$ cat src/rtl/mips_io_pkg.sv
// -----------------------------------------------------------------------------
// mips_io_pkg
//
// Shared definitions for the board input path of the MIPS system:
//   - DATA_W      : register-file write width (32)
//   - SW_W        : slide-switch bank width (16)
//   - io_state_e  : input-unit FSM encoding (IDLE=0, WAIT=1, DONE=2)
//   - extend_sw() : widens a switch word to DATA_W, zero- or sign-extended
// -----------------------------------------------------------------------------
package mips_io_pkg;

  localparam int DATA_W = 32;
  localparam int SW_W   = 16;

  typedef enum logic [1:0] {
    IDLE = 2'd0,
    WAIT = 2'd1,
    DONE = 2'd2
  } io_state_e;

  // The top bits replicate the switch MSB only when sign_en is set.
  // Otherwise they are zero.
  function automatic logic [DATA_W-1:0] extend_sw(input logic [SW_W-1:0] sw,
                                                  input logic            sign_en);
    extend_sw = {{(DATA_W - SW_W){sign_en & sw[SW_W-1]}}, sw};
  endfunction

endpackage

$ cat src/rtl/key_debounce.sv
// -----------------------------------------------------------------------------
// key_debounce
//
// Conditions the bouncing, active-low enter key into a clean level and a
// one-cycle press pulse.
//
// Ports:
//   Clock        in   system clock; every register updates on its rising edge
//   Reset        in   synchronous, active-high reset
//   key_n_i      in   raw active-low key; asynchronous to Clock
//   key_level_o  out  debounced key level (1 = released)
//   key_press_o  out  one-cycle pulse on a debounced 1->0 (press) transition
//
// Parameter:
//   DEBOUNCE_CYCLES  number of consecutive cycles the synchronized key must
//                    disagree with the stable level before the stable level
//                    follows it. Legal range is 2..2^20.
// -----------------------------------------------------------------------------
module key_debounce #(
  parameter int DEBOUNCE_CYCLES = 500000
) (
  input  logic Clock,
  input  logic Reset,
  input  logic key_n_i,
  output logic key_level_o,
  output logic key_press_o
);

  // The counter only needs to reach DEBOUNCE_CYCLES-1. At that count the
  // stable level flips, so DEBOUNCE_CYCLES >= 2 always gives CNT_W >= 1.
  localparam int              CNT_W   = $clog2(DEBOUNCE_CYCLES);
  localparam logic [CNT_W-1:0] CNT_MAX = CNT_W'(DEBOUNCE_CYCLES - 1);

  logic             key_meta_q, key_sync_q;
  logic [CNT_W-1:0] cnt_q, cnt_d;
  logic             stable_q, stable_d;
  logic             press_q, press_d;

  // Two-flop synchronizer. It resets to "released" so that no phantom press
  // appears when reset is released.
  always_ff @(posedge Clock) begin
    // NOTE: sequential state uses non-blocking assignments so that every flop
    // samples pre-edge values. This keeps the synchronizer a true two-stage chain.
    if (Reset) begin
      key_meta_q <= 1'b1;
      key_sync_q <= 1'b1;
    end else begin
      key_meta_q <= key_n_i;
      key_sync_q <= key_meta_q;
    end
  end

  // Any sample that agrees with the stable level restarts the window.
  // A press pulse is raised only on the 1->0 flip of the stable level.
  always_comb begin
    // NOTE: every output of this block gets a default first. Paths that skip an
    // assignment then cannot infer a latch.
    cnt_d    = cnt_q;
    stable_d = stable_q;
    press_d  = 1'b0;
    if (key_sync_q == stable_q) begin
      cnt_d = '0;
    end else if (cnt_q == CNT_MAX) begin
      stable_d = key_sync_q;
      cnt_d    = '0;
      press_d  = ~key_sync_q;
    end else begin
      cnt_d = cnt_q + 1'b1;
    end
  end

  always_ff @(posedge Clock) begin
    if (Reset) begin
      cnt_q    <= '0;
      stable_q <= 1'b1;
      press_q  <= 1'b0;
    end else begin
      cnt_q    <= cnt_d;
      stable_q <= stable_d;
      press_q  <= press_d;
    end
  end

  assign key_level_o = stable_q;
  assign key_press_o = press_q;

endmodule

$ cat src/rtl/input_unit.sv
// -----------------------------------------------------------------------------
// input_unit
//
// Services the IN instruction. While the control unit holds getInput, the
// unit waits for a debounced press of the enter key. On that press it captures
// the slide switches into Input_Data and raises Input_Ready until getInput
// drops (four-phase handshake).
//
// Ports:
//   Clock        in   1   processor clock; all state updates on its rising edge
//   Reset        in   1   synchronous, active-high reset
//   SW           in   16  slide switches (asynchronous, not debounced)
//   KEY_N        in   1   enter push-button (active-low, bouncing)
//   getInput     in   1   request from control unit, held during the stall
//   Input_Data   out  32  captured switch word for the register-file write
//   Input_Ready  out  1   capture complete; releases the stall
//   Waiting      out  1   high while waiting for a key press (board LED)
//
// Parameter:
//   DEBOUNCE_CYCLES  key stability window in clock cycles (default 10 ms at 50 MHz)
//
// Build option:
//   INPUT_SIGN_EXT_EN  when defined, Input_Data[31:16] replicates SW[15].
//                      Otherwise the upper half is zero.
// -----------------------------------------------------------------------------
module input_unit
  import mips_io_pkg::*;
#(
  parameter int DEBOUNCE_CYCLES = 500000
) (
  input  logic              Clock,
  input  logic              Reset,
  input  logic [SW_W-1:0]   SW,
  input  logic              KEY_N,
  input  logic              getInput,
  output logic [DATA_W-1:0] Input_Data,
  output logic              Input_Ready,
  output logic              Waiting
);

`ifdef INPUT_SIGN_EXT_EN
  localparam logic SIGN_EXT = 1'b1;
`else
  localparam logic SIGN_EXT = 1'b0;
`endif

  logic [SW_W-1:0]   sw_meta_q, sw_sync_q;
  logic              key_level, key_press;
  io_state_e         state_q;
  logic [DATA_W-1:0] data_q;
  logic              ready_q;
  logic              waiting_q;

  // Switch synchronizer. Each bit is synchronized on its own. The switches are
  // only captured after a human-scale key press, so switches that are still
  // settling are not a concern.
  always_ff @(posedge Clock) begin
    if (Reset) begin
      sw_meta_q <= '0;
      sw_sync_q <= '0;
    end else begin
      sw_meta_q <= SW;
      sw_sync_q <= sw_meta_q;
    end
  end

  key_debounce #(
    .DEBOUNCE_CYCLES (DEBOUNCE_CYCLES)
  ) u_key_debounce (
    .Clock       (Clock),
    .Reset       (Reset),
    .key_n_i     (KEY_N),
    .key_level_o (key_level),
    .key_press_o (key_press)
  );

  // Handshake FSM. All outputs are registered and change with the state.
  // This makes Input_Ready rise in the same cycle that Input_Data takes the
  // captured value.
  //
  // Press pulses are acted on only in WAIT. This covers three cases:
  //   - A press in IDLE or DONE is dropped.
  //   - A press that coincides with IDLE->WAIT is dropped.
  //   - A key held down before WAIT produces no new pulse.
  // In each case the user must release the key and press it again.
  // A falling getInput in WAIT wins over a simultaneous press, so an
  // abandoned request never captures.
  always_ff @(posedge Clock) begin
    if (Reset) begin
      state_q   <= IDLE;
      data_q    <= '0;
      ready_q   <= 1'b0;
      waiting_q <= 1'b0;
    end else begin
      unique case (state_q)
        IDLE: begin
          if (getInput) begin
            state_q   <= WAIT;
            waiting_q <= 1'b1;
          end
        end
        WAIT: begin
          if (!getInput) begin
            state_q   <= IDLE;
            waiting_q <= 1'b0;
          end else if (key_press && !key_level) begin
            data_q    <= extend_sw(sw_sync_q, SIGN_EXT);
            ready_q   <= 1'b1;
            waiting_q <= 1'b0;
            state_q   <= DONE;
          end
        end
        DONE: begin
          if (!getInput) begin
            state_q <= IDLE;
            ready_q <= 1'b0;
          end
        end
        default: begin
          state_q   <= IDLE;
          ready_q   <= 1'b0;
          waiting_q <= 1'b0;
        end
      endcase
    end
  end

  assign Input_Data  = data_q;
  assign Input_Ready = ready_q;
  assign Waiting     = waiting_q;

endmodule

$ cat config.mk
export PLATFORM = sky130hd
export DESIGN_NAME = input_unit
export DESIGN_NICKNAME = d
export VERILOG_FILES = /design/src/rtl/mips_io_pkg.sv /design/src/rtl/key_debounce.sv /design/src/rtl/input_unit.sv
export SDC_FILE = /design/constraint.sdc
export NUM_CORES = 1
export LEC_CHECK = 0
export CAP_MARGIN = 0
export CORE_UTILIZATION = 45
export DETAILED_ROUTE_END_ITERATION = 12
export PLACE_DENSITY_LB_ADDON = 0.25
export SYNTH_ARGS = -nofsm -noshare
export SYNTH_HDL_FRONTEND = slang
export SYNTH_SLANG_ARGS = --single-unit
export TNS_END_PERCENT = 50
$ cat constraint.sdc
create_clock -name Clock -period 1.7 [get_ports Clock]
set_input_delay 0.34 -clock Clock [delete_from_list [all_inputs] [get_ports Clock]]
set_output_delay 0.34 -clock Clock [all_outputs]
set_load 0.005 [all_outputs]
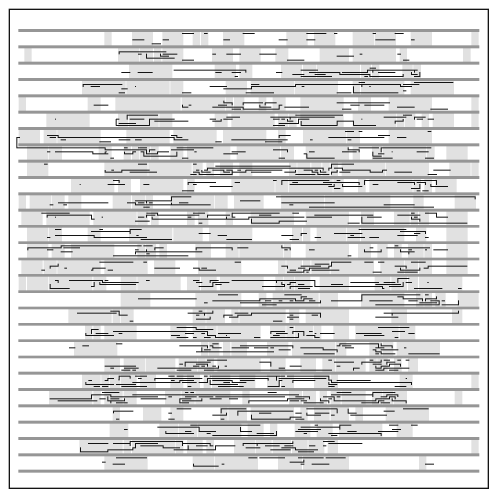
(met1 routing)
Scale: 6 px per um. Supply wires on this layer in gray. Cells faint in the background.
317 nets have wire on it. The wires run mostly horizontal.
via count: 2017
DRT Wirelength: 4.85 mm
met1 usage: 20.5%

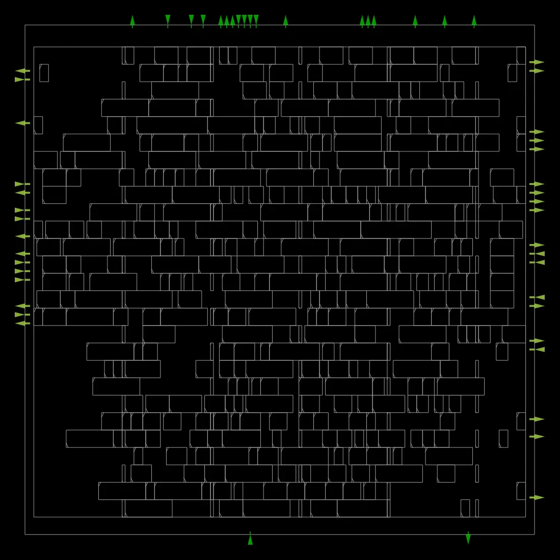
(cell placement)
FILL cells: 466
row count: 27
num tapcells: 72
final core occ: 61.6%
sequential cell count: 75

-- layer usage --
layer	GRT usage, %	wire length [um]
met1	20.5	2230
met2	26.4	2230
met3	4.11	244
met4	11.1	141
met5	0	0
-- path summary, 6_finish.rpt --
kind,startpoint,end
min reg2reg,sw_sync_q[8]$_SDFF_PP0_,Input_Data[8]$_SDFFE_PP0P_
max,u_key_debounce.cnt_q[14]$_SDFF_PP0_,u_key_debounce.cnt_q[17]$_SDFF_PP0_
min,Reset,sw_sync_q[15]$_SDFF_PP0_
max reg2reg,u_key_debounce.cnt_q[14]$_SDFF_PP0_,u_key_debounce.cnt_q[17]$_SDFF_PP0_
-- state kept, by name (all words and copies together), names as in the netlist --
register                    count
sw_meta_q                      16
Waiting                         1
u_key_debounce.key_sync_q       1
u_key_debounce.key_press_o      1
u_key_debounce.key_meta_q       1
u_key_debounce.key_level_o      1
state_q                         2
Input_Ready                     1
sw_sync_q                      16
Input_Data                     16
u_key_debounce.cnt_q           19
-- critical path, delay by kind of cell, from the launching register on --
kind            cells  cell delay, ns
compound gates      1            0.14
simple gates        3            1.06
flops               1            0.36
-- power by group through the flow --
stage          sequential (mW)  combinational, mW  clock, mW
2_1_floorplan             1.85             0.0885          0
3_3_place_gp              1.85              0.121          0
3_5_place_dp              1.85              0.123          0
4_1_cts                   1.81              0.124       1.58
5_1_grt                   1.81              0.138       1.66
6_report                  1.81              0.123       1.54
-- layout make-up --
class                      instances  area, um^2  area share, %
sequential                        75        1510           43.3
multi-input combinational        197        1090           31.4
timing repair buffer              59         543           15.6
clock buffer                       9         124           3.57
clock inverter                     7         105           3.02
tap                               72        90.1           2.59
inverter                           4        15.0          0.432
-- repair_timing --
item | in CTS | in global routing
pin swaps | 0 | 2
endpoints found under the setup margin | 1 | 11
hold buffers | 0 | 0
resized | 1 | 5
-- metrics by stage --
| step | worst slack, ns | cell area (um^2) |
|---|---|---|
| floorplan | -0.00376 | 2790 |
| global placement | 0.0422 | 3230 |
| detailed placement | -0.0250 | 3230 |
| CTS | 0.0454 | 3460 |
| global route | -0.0237 | 3470 |
| finish | 0.0716 | 3470 |
-- cell families (layout without fill, tap and decap cells) --
kind of cell,after synthesis,count (layout),synth area share (%)
buf+inv,33,79,7.16
mux,1,1,0.416
simple gates,132,132,25.5
other cells,1,16,0.138
fa+ha+maj,1,1,0.462
compound gates,35,35,7.02
flops,75,75,55.4
xor+xnor,12,12,3.88
-- cells in the final DEF, fill, tap and decap left out, types with 2 or more instances in the layout --
cell type / netlist / routed
xnor2_1: 3 / 3
and3_1: 2 / 2
conb_1: 1 / 16
or2_2: 4 / 4
inv_6: 0 / 3
and3_2: 2 / 2
nand4_1: 7 / 7
bufinv_16: 0 / 2
nor2b_1: 33 / 33
inv_1: 4 / 4
xor2_1: 9 / 9
nand2_1: 44 / 44
nor2_1: 19 / 19
or4_1: 4 / 3
nand3_2: 2 / 2
clkbuf_8: 0 / 9
or3_1: 3 / 3
buf_4: 16 / 21
nor3_1: 2 / 2
a21oi_1: 24 / 24
nor4_1: 2 / 2
o21ai_0: 7 / 6
o31ai_1: 2 / 2
dfxtp_2: 0 / 3
dfxtp_1: 75 / 72
clkdlybuf4s50_1: 0 / 36
==> reports/results.tsv <==
metric	value	unit
track_usage	16.9	%
skew	0.00713	ns
place_inst	407	
cts-root-buf	clkbuf_8	
cts_tree	done	
die_h	79.6	um
max-vdd-ir-drop	0.539	mV
log.warning_count	27	
crit_fanout	8	
antenna_found_initial	0	
arrival	1.91	ns
switchingPower	0.750	mW
status	finished, final reports clean	
p_leak	1.27	nW
path_clk_slew	0.08	ns
critPathRequiredTime	1.98	ns
crit_chain	nand2_1, or4_4, or4_1, a21oi_1	
async_flop_share	0	%
drt_iter0_markers	93	
hold_path_depth	2	
p_seq_share	52.1	%
r2r_cells	4	
cts_setup_buffers	0	
synth_flop_count	75	
synth-edff-count	0	
crit_path_top_delay_cell	or4_4	
drive_gt1_share	16.0	%
critPathKind	flop to flop	
nets	367	
ys_cells	290	
antennaDiodeCount	0	
dp_hpwl	3.36	mm
power.total	3.47	mW
gp_routability_congestion	0.856	
first_pass_iters	4	
port_buffers	37	
yosys_warnings	0	
crit_path_start_kind	flop	
syn-mean-instance-area	9.34	um^2
avgViaCountPerCell	4.77	
fin_setup_tns	0	ns
postSynthSeqShare	55.4	%
slowest_delay	0.58	ns
pwr-share-clk	44.4	%
p_int	2.72	mW
yosysUniqueCellTypes	36	
p_sw_share	21.6	%
timing.hold.ws	0.246	ns
hold_viol	0	
grt_overflow_total	0	
htreeDepth	3	
syn_inst	290	
reg2reg_slack	0.07	ns
min_period	1.63	ns
ant_nets	0	
top_cell	dfxtp_1	
grt_max_degree	38	
area_leaders	dfxtp_1 55%, nor2b_1 7.6%, nand2_1 6.1%, a21oi_1 4.4%, buf_4 4.4%	
cts_buffers	9	
cap_violations	0	
ff_type	dfxtp_1	
setup_viol	0	
die-area	6330	um^2
slew_viol_final	0	
coreArea	5640	um^2
grt_pass1_wl	8.05	mm
Power figures rest on the tool's default switching activity, not on a simulated workload.
